**src/rtl/addsub16_pkg.sv**
```systemverilog
// addsub16_pkg: shared state encodings and constants for the nibble-serial 16-bit adder/subtractor.
package addsub16_pkg;
    typedef enum logic [1:0] {IDLE, RUN, DONE} state_t;
    localparam int NIBBLES = 4;
    localparam logic [1:0] LAST = 2'(NIBBLES - 1);
    localparam logic OP_ADD = 1'b0;
    localparam logic OP_SUB = 1'b1;
endpackage

```
**src/rtl/sum4.sv**
```systemverilog
// sum4: 4-bit carry-lookahead adder.
module sum4 (
    output logic [3:0] S,
    output logic       C_out,
    input  logic [3:0] A,
    input  logic [3:0] B,
    input  logic       c_in
);
    logic [3:0] g, p;
    logic [4:0] c;
    always_comb begin
        g = A & B;
        p = A ^ B;
        c[0] = c_in;
        c[1] = g[0] | (p[0] & c[0]);
        c[2] = g[1] | (p[1] & g[0]) | (p[1] & p[0] & c[0]);
        c[3] = g[2] | (p[2] & g[1]) | (p[2] & p[1] & g[0]) | (p[2] & p[1] & p[0] & c[0]);
        c[4] = g[3] | (p[3] & g[2]) | (p[3] & p[2] & g[1]) | (p[3] & p[2] & p[1] & g[0])
             | (p[3] & p[2] & p[1] & p[0] & c[0]);
        S = p ^ c[3:0];
        C_out = c[4];
    end
endmodule

```
**src/rtl/addsub16_serial.sv**
```systemverilog
// addsub16_serial: 16-bit add/subtract computed one nibble per cycle through a single sum4.
// Define ADDSUB16_OVF_EN to add the registered signed-overflow output ovf.
module addsub16_serial
    import addsub16_pkg::*;
(
    input  logic        clk,
    input  logic        reset,
    input  logic        start,
    input  logic        op,
    input  logic [15:0] a,
    input  logic [15:0] b,
    output logic        busy,
    output logic        done,
    output logic [15:0] s,
    output logic        c_out
`ifdef ADDSUB16_OVF_EN
    ,
    output logic        ovf
`endif
);
    state_t state, state_nxt;
    logic [1:0] cnt;
    logic carry, op_r, take, nib_c;
    logic [15:0] a_r, b_r;
    logic [3:0] a_n, b_n, nib_s;
    always_comb begin
        take = start && (state == IDLE || state == DONE);
        state_nxt = state;
        case (state)
            IDLE: state_nxt = start ? RUN : IDLE;
            RUN:  state_nxt = (cnt == LAST) ? DONE : RUN;
            DONE: state_nxt = start ? RUN : IDLE;
            default: state_nxt = IDLE;
        endcase
        a_n = a_r[{cnt, 2'b00} +: 4];
        b_n = (op_r == OP_ADD) ? b_r[{cnt, 2'b00} +: 4] : ~b_r[{cnt, 2'b00} +: 4];
        busy = (state == RUN);
        done = (state == DONE);
    end
    sum4 u_add (.S(nib_s), .C_out(nib_c), .A(a_n), .B(b_n), .c_in(carry));
    always_ff @(posedge clk) begin
        if (reset) begin
            state <= IDLE;
            cnt <= '0;
            carry <= 1'b0;
            op_r <= 1'b0;
            a_r <= '0;
            b_r <= '0;
            s <= '0;
            c_out <= 1'b0;
`ifdef ADDSUB16_OVF_EN
            ovf <= 1'b0;
`endif
        end else begin
            state <= state_nxt;
            if (take) begin
                a_r <= a;
                b_r <= b;
                op_r <= op;
                cnt <= '0;
                carry <= (op == OP_SUB);
            end else if (state == RUN) begin
                s[{cnt, 2'b00} +: 4] <= nib_s;
                carry <= nib_c;
                cnt <= cnt + 2'd1;
                if (cnt == LAST) begin
                    c_out <= nib_c;
`ifdef ADDSUB16_OVF_EN
                    // carry into bit 15 recovered from its sum bit
                    ovf <= a_n[3] ^ b_n[3] ^ nib_s[3] ^ nib_c;
`endif
                end
            end
        end
    end
endmodule

```
**config.mk**
```make
export PLATFORM = sky130hd
export DESIGN_NAME = addsub16_serial
export DESIGN_NICKNAME = d
export VERILOG_FILES = /design/src/rtl/addsub16_pkg.sv /design/src/rtl/sum4.sv /design/src/rtl/addsub16_serial.sv
export SDC_FILE = /design/constraint.sdc
export NUM_CORES = 1
export LEC_CHECK = 0
export CAP_MARGIN = 0
export CORE_ASPECT_RATIO = 1.1
export CORE_MARGIN = 10
export CORE_UTILIZATION = 50
export CTS_CLUSTER_DIAMETER = 60
export DETAILED_ROUTE_END_ITERATION = 8
export PLACE_DENSITY_LB_ADDON = 0.2
export SLEW_MARGIN = 10
export SYNTH_ARGS = -nofsm -noshare
export SYNTH_HDL_FRONTEND = slang
export SYNTH_SLANG_ARGS = --single-unit
```
**constraint.sdc**
```tcl
create_clock -name clk -period 3.8 [get_ports clk]
set_input_delay 0.38 -clock clk [delete_from_list [all_inputs] [get_ports clk]]
set_output_delay 0.38 -clock clk [all_outputs]
set_load 0.01 [all_outputs]
```
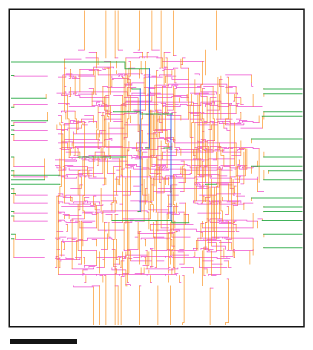
run_1/layers.png
The bar under the picture is 20 µm long.
[orange] M2 | wire length: 2760 µm
[green] M3 | wire length: 362 µm
[blue] M4 | wire length: 92.5 µm
[magenta] M1 | wire length: 2300 µm

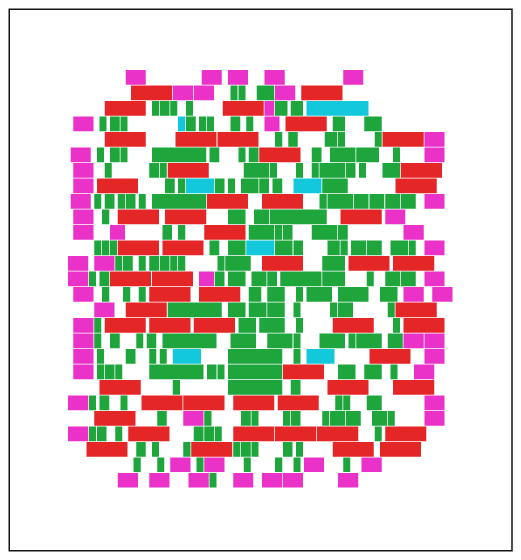
run_1/class_map.png
[green] remaining logic cells | cells: 204 | share of their area: 44%
[magenta] remaining buffers and delay cells | cells: 57 | share of their area: 18%
[red] registers | cells: 55 | share of their area: 35%
[cyan] clock drivers and dummy loads | cells: 7 | share of their area: 3.3%

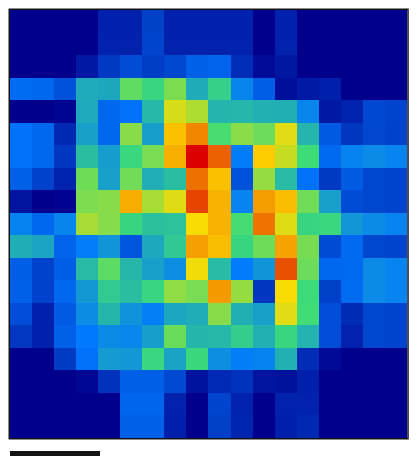
run_1/route_heat.png
The bar under the picture is 20 µm long. The die is cut into 18 by 19 equal tiles; dark blue is low, red is high, scaled to the fullest tile. Values are wire area over tile area, all layers added.
mean over tiles: 0.11
fullest tile: 0.41
tiles over half the peak: 17%
densest ninth of the die: middle
nearly empty tiles: 21%
emptiest ninth of the die: top right

==> results.cfg, run 1 <==
; physical design summary
[run_status]
run_status = finished, final reports clean

[detailed_routing]
postRouteAntennaNets = 0
wl_per_cell_um = 14.5
drt_first_pass_iters = 4
drt_drc_violations_left = 0
viasPerCell = 5.27
postRouteWirelength_um = 5520
first_drt_iteration_drcs = 101

[setup_path]
timing.critical_path.required_ns = 3.95
r2r_cells = 7
worstPathMaxFanout = 7
critical-path-slowest-cell = sky130_fd_sc_hd__mux4_1
worstPathArrival_ns = 2.92
critical_path.cell_chain = mux4_1 -> xor2_1 -> ha_1 -> a211o_1 -> a31o_2 -> a211oi_1 -> nor3_1
worstReg2RegStart = cnt[0]$_SDFFE_PP0P_
worst_path_largest_cell_delay_ns = 0.62
worstReg2RegEnd = c_out$_SDFFE_PP0P_
r2r_slack_ns = 1.03
critPathKind = reg2reg
crit_path_end_kind = flop

[worst_hold_path]
hold_path_endpoint = b_r[2]$_SDFFE_PP0P_
path_type_of_the_worst_min_delay_path = reg2reg
worstHoldStart = b_r[2]$_SDFFE_PP0P_
whs_path_depth = 2

[synth]
yosys.stat.chipArea_um2 = 2540
yosys_register_bits = 55
register_area_share_after_synthesis_pct = 43.3
post_synth_inst_count = 278
ys.warnings.count = 0
async_reset_ff_share_pct = 0
enable_flop_cells = 0
synth.net_count = 326
area_leaders = sky130_fd_sc_hd__dfxtp_1, sky130_fd_sc_hd__nand2_1, sky130_fd_sc_hd__mux4_1
top_area_cell = sky130_fd_sc_hd__dfxtp_1
top_cell_area_share_pct = 43.3

[clock_network]
cts_repair_resize_count = 0
clock.latency.late_pin_ns = 0.30
tritoncts.num_buffers = 5
root_buffer = sky130_fd_sc_hd__clkbuf_8
cts.clk_slew.worst_paths_ns = 0.09
buffer_levels_on_the_longest_clock_path = 2
cts.htree.levels = 2

[timing]
setup-tns-final_ns = 0
setup_viol = 0
tightestPinTransition_ns = 1.05
final.min_clock_period_ns = 2.77
tcrit_tclk_final_pct = 72.9
timing.final.max_slew_violations = 0
worst_slew_margin_rel_pct = 30.2
fmaxAchievable_ghz = 0.361

[finish]
layout_top_cell = sky130_fd_sc_hd__nand2_1
commonest_cells_after_routing_fill_and_taps_aside = sky130_fd_sc_hd__nand2_1, sky130_fd_sc_hd__dfxtp_1, sky130_fd_sc_hd__clkdlybuf4s50_1
stdcell_count = 381
fin_util_pct = 64.3
fin_nets = 371
layout-drive-gt1-share_pct = 6.50
antenna-diode-count = 0

[pwr]
combinationalPowerShare_pct = 17.9
seq-power_mw = 0.621
clock_power_share_pct = 30.6
clock_net_power_mw = 0.369
p_leak_nw = 1.26
share_seq_of_total_power_pct = 51.5
worst_ir_drop_vdd_mv = 0.191
p_int_mw = 0.904
power.net_switching_mw = 0.302
sw_frac_of_total_pct = 25.1
power.density_cell_area_nw_per_um2 = 378

[die]
die-area_um2 = 8340
boundary_pins = 55
die_w_um = 88.0
core-area_um2 = 4970
core.rowCount = 27

[place]
gp_congestion = 0.791
portBuffers = 54

[grt]
grt_pass1_wl_um = 8770
via_count_of_the_first_global_routing_pass = 1975
grt.total_usage_pct = 13.0

[job]
stage_log_warnings = 32
max_cap_violations = 0
run 1: worst max-delay path, delay by kind of cell (launching register included):
kind                       cells  cell delay [ns]
AOI/OAI and AO/OA              3             0.85
xor gates and xnor gates       1             0.25
muxes                          1             0.62
adders and majority gates      1             0.30
and+or+nand+nor                1             0.07
DFF                            1             0.51
run 1: worst max-delay path by stage:
stage	start	to	cells after the start
2_1_floorplan	cnt[0]$_SDFFE_PP0P_	s[11]$_SDFFE_PP0P_	8
3_3_place_gp	cnt[0]$_SDFFE_PP0P_	c_out$_SDFFE_PP0P_	7
3_5_place_dp	cnt[0]$_SDFFE_PP0P_	c_out$_SDFFE_PP0P_	7
4_1_cts	cnt[0]$_SDFFE_PP0P_	c_out$_SDFFE_PP0P_	7
5_1_grt	cnt[0]$_SDFFE_PP0P_	s[11]$_SDFFE_PP0P_	7
6_report	cnt[0]$_SDFFE_PP0P_	c_out$_SDFFE_PP0P_	7
run 1: per-stage QoR:
| stage | area, µm² | total power, mW | setup slack (ns) | hold slack [ns] |
|---|---|---|---|---|
| floorplan | 2540 | 0.774 | 1.13 | 0.432 |
| global placement | 3090 | 0.846 | 1.14 | 0.439 |
| detailed placement | 3090 | 0.851 | 1.06 | 0.442 |
| CTS | 3190 | 1.21 | 1.03 | 0.455 |
| global route | 3190 | 1.26 | 0.886 | 0.477 |
| finish | 3190 | 1.21 | 1.03 | 0.455 |
run 1: final cells by class:
| cell class | instances | area [µm²] |
|---|---|---|
| inverters | 9 | 33.8 |
| clock inverters | 1 | 30.0 |
| repair buffers | 57 | 558 |
| flip-flops and latches | 55 | 1100 |
| clock buffers | 6 | 72.6 |
| multi-input cells | 195 | 1320 |
| well taps | 58 | 72.6 |
| fillers | 448 | 1770 |
run 1: logic make-up after synthesis:
kind of cell | share of synthesized area (%)
compound gates | 14.5
xor+xnor | 3.15
fa+ha+maj | 6.20
buf+inv | 4.72
flops | 43.3
mux | 8.27
simple gates | 19.9
run 1: layer usage:
metal  vias up  track usage, %  routed length (µm)
li1       1043               -                   -
met1       913            14.0                2300
met2        45            23.1                2760
met3         7            4.48                 361
met4         0            4.52                  92
met5         -               0                   0
run 1: flip-flops by register name (all words and copies together) (netlist names):
name	flops
a_r	16
s	16
c_out	1
op_r	1
cnt	2
b_r	16
state	2
carry	1
run 1: synthesized netlist by cell type, types with 3 or more instances:
cell	number
sky130_fd_sc_hd__nand2_1	72
sky130_fd_sc_hd__dfxtp_1	55
sky130_fd_sc_hd__a21oi_1	35
sky130_fd_sc_hd__clkbuf_1	12
sky130_fd_sc_hd__nor2_1	12
sky130_fd_sc_hd__ha_1	11
sky130_fd_sc_hd__inv_1	9
sky130_fd_sc_hd__mux4_1	8
sky130_fd_sc_hd__buf_2	6
sky130_fd_sc_hd__nand3b_1	6
sky130_fd_sc_hd__nand3_1	5
sky130_fd_sc_hd__a22oi_1	4
sky130_fd_sc_hd__a2bb2oi_1	4
sky130_fd_sc_hd__o31ai_1	4
sky130_fd_sc_hd__xor2_1	4
sky130_fd_sc_hd__nor2b_1	3
sky130_fd_sc_hd__nor3_1	3
==> run 2, diff against run 1 <==
clock period = 2.8 ns   (was 3.8 ns; I/O delays follow)
==> results.cfg, run 2 <==
; physical design summary
[setup_path]
crit_path_end_kind = flop
worst_path_largest_cell_delay_ns = 0.58
critPathKind = reg2reg
start_kind = flop
timing.critical_path.required_ns = 3.02
setup.worst_path.start = cnt[0]$_SDFFE_PP0P_
r2r_cells = 7
critical_path.cell_chain = mux4_1 -> xor2_1 -> ha_1 -> a211o_1 -> a31o_2 -> xnor2_4 -> o31ai_1
worstPathArrival_ns = 2.85
worstPathMaxFanout = 6
critical-path-slowest-cell = sky130_fd_sc_hd__mux4_1
worstReg2RegStart = cnt[0]$_SDFFE_PP0P_

[die]
die_height_um = 94.8
die-area_um2 = 8340
core-area_um2 = 4970
floorplanUtilization_pct = 51.2
boundary_pins = 55
die_w_um = 88.0
core.rowCount = 27

[grt]
maximum_number_of_pins_on_one_net_before_global_route_repair = 47
antenna_found_initial = 0
grt_pass1_wl_um = 9030
overflow = 0
via_count_of_the_first_global_routing_pass = 2106
grt.total_usage_pct = 13.1

[synth]
top_area_cell = sky130_fd_sc_hd__dfxtp_1
post_synth_num_cell_types = 37
async_reset_ff_share_pct = 0
leading_post_synthesis_cells_by_instance_count = sky130_fd_sc_hd__nand2_1, sky130_fd_sc_hd__dfxtp_1, sky130_fd_sc_hd__a21oi_1, sky130_fd_sc_hd__clkbuf_1, sky130_fd_sc_hd__nor2_1
enable_flop_cells = 0
register_area_share_after_synthesis_pct = 43.3
synth_stat.cells = 278
area_leaders = sky130_fd_sc_hd__dfxtp_1, sky130_fd_sc_hd__nand2_1, sky130_fd_sc_hd__mux4_1
synth.net_count = 326
synth_dominant_cell_count = sky130_fd_sc_hd__nand2_1
post_synth_inst_count = 278
postSynth.topFlopCell = sky130_fd_sc_hd__dfxtp_1
synth_area_per_cell_um2 = 9.15
syn-cell-area_um2 = 2540
yosys_register_bits = 55
ys.warnings.count = 0
yosys.stat.chipArea_um2 = 2540
top_cell_area_share_pct = 43.3

[place]
portBuffers = 54
gp_congestion = 0.813
detailed_place_hpwl_um = 4280
dpl-instance-area_um2 = 3120

[clock_network]
clock.latency.late_pin_ns = 0.31
cts_hold_buf = 0
cts.htree.levels = 2
cts.clk_slew.worst_paths_ns = 0.10
tritoncts = yes
post-cts-setup-buffers = 0
tritoncts.num_buffers = 5
root_buffer = sky130_fd_sc_hd__clkbuf_8
clock_sink_count = 55
buffer_levels_on_the_longest_clock_path = 2

[timing]
tightestPinTransition_ns = 0.890
final-hold-violation-count = 0
final.setup_skew_ns = 0.00628
worst_slew_margin_rel_pct = 40.7
timing.final.max_slew_violations = 0
tcrit_tclk_final_pct = 93.9
grt_setup_unrepaired = false
final.min_clock_period_ns = 2.63
fmaxAchievable_ghz = 0.380
setup_viol = 0
setup-tns-final_ns = 0

[finish]
fin_util_pct = 64.6
commonest_cells_after_routing_fill_and_taps_aside = sky130_fd_sc_hd__nand2_1, sky130_fd_sc_hd__dfxtp_1, sky130_fd_sc_hd__clkdlybuf4s50_1
largestRegisters = a_r (16), b_r (16), s (16)
antenna-diode-count = 0
final-comb-area_um2 = 1320
n_fill_cell = 439
final_cell_area_um2 = 3210
area_growth_syn_to_layout_pct = 26.2
final-seq-area_um2 = 1100
layout-drive-gt1-share_pct = 8.54
fin_nets = 375
layout_top_cell = sky130_fd_sc_hd__nand2_1

[detailed_routing]
via_count = 2049
drt_drc_violations_left = 0
postRouteWirelength_um = 5570
drt_first_pass_iters = 4
first_drt_iteration_drcs = 79
postRouteAntennaNets = 0
viasPerCell = 5.31

[run_status]
run_status = finished, final reports clean

[worst_hold_path]
path_type_of_the_worst_min_delay_path = reg2reg
whs_path_depth = 2
worstHoldStart = b_r[2]$_SDFFE_PP0P_

[pwr]
worst_ir_drop_vdd_mv = 0.328
power.density_cell_area_nw_per_um2 = 489
p_leak_nw = 1.27

[job]
stage_log_warnings = 32
max_cap_violations = 0
## run 2: cell counts after synthesis
No cell type changed its count.
## run 2: cells by family (layout without fill, tap and decap cells)
group	Yosys count	in the layout	share of synthesized area, %
AND/OR/NAND/NOR	110	110	19.9
AND-OR/OR-AND	58	58	14.5
flip-flops	55	55	43.3
buffers and inverters	28	78	4.72
adder cells (fa/ha/maj)	12	12	6.20
multiplexers	8	8	8.27
XOR/XNOR	7	7	3.15
## run 2: power breakdown
| group | leakage [nW] | internal, mW | switching (mW) |
|---|---|---|---|
| combinational | 0.784 | 0.148 | 0.148 |
| sequential | 0.449 | 0.819 | 0.0232 |
| clock | 0.0402 | 0.175 | 0.258 |
| total | 1.27 | 1.14 | 0.429 |
## run 2: cell type report
type | count | share of cell area, %
Multi-Input combinational cell | 195 | 41.2
Sequential cell | 55 | 34.3
Timing Repair Buffer | 61 | 18.3
Tap cell | 58 | 2.26
Clock buffer | 5 | 2.14
Inverter | 9 | 1.05
Clock inverter | 3 | 0.624
## run 2: through the flow
step / hold WS, ns / std cells / power, mW / setup WS, ns
finish: 0.458 / 386 / 1.57 / 0.170
CTS: 0.462 / 386 / 1.58 / 0.0379
floorplan: 0.416 / 278 / 1.05 / 0.130
detailed placement: 0.448 / 378 / 1.16 / 0.0519
global route: 0.479 / 386 / 1.64 / 0.0271
global placement: 0.438 / 378 / 1.15 / 0.185
## run 2: metal layers
| metal | wire (µm) | GRT usage [%] | vias to the layer above |
|---|---|---|---|
| met1 | 2340 | 13.9 | 943 |
| met4 | 100 | 4.26 | 0 |
| met2 | 2840 | 24.6 | 46 |
| li1 | - | - | 1052 |
| met3 | 294 | 3.36 | 8 |
| met5 | 0 | 0 | - |
## run 2: worst paths after layout
path,end,slack [ns]
worst max-delay path,s[11]$_SDFFE_PP0P_,0.17
worst max register to register,s[11]$_SDFFE_PP0P_,0.17
worst min register to register,b_r[2]$_SDFFE_PP0P_,0.46
worst min-delay path,b_r[2]$_SDFFE_PP0P_,0.46
## run 2: what timing repair did
item | 4_1_cts | 5_1_grt
gates resized | 0 | 1
endpoints found under the hold margin | 0 | 0
endpoints found under the setup margin | 0 | 6
## run 2: critical path, delay by kind of cell (launching register included)
family | cells | cell delay, ns
compound gates | 3 | 0.82
xor+xnor | 2 | 0.42
fa+ha+maj | 1 | 0.30
flops | 1 | 0.42
mux | 1 | 0.58
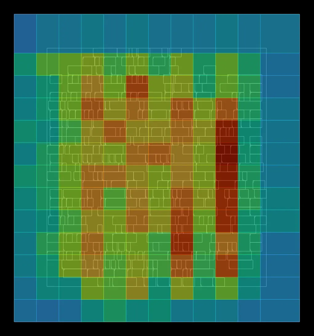
run_2/congestion_map.png
most crowded layer after global routing: met2
per-cell routed wire length: 14.4 µm

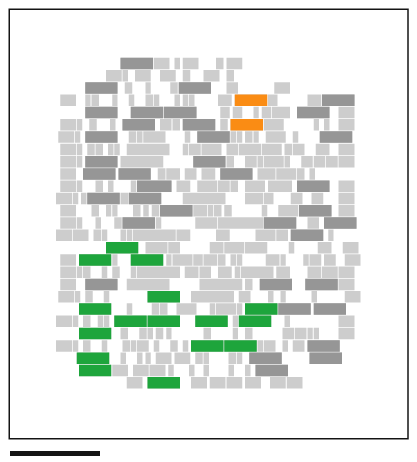
run_2/ff_map.png
The bar under the picture is 20 µm long.
[green] `a_r` | placed flops: 16
[orange] `state` | placed flops: 2
not coloured: 37

Power and IR drop assume default switching activity.
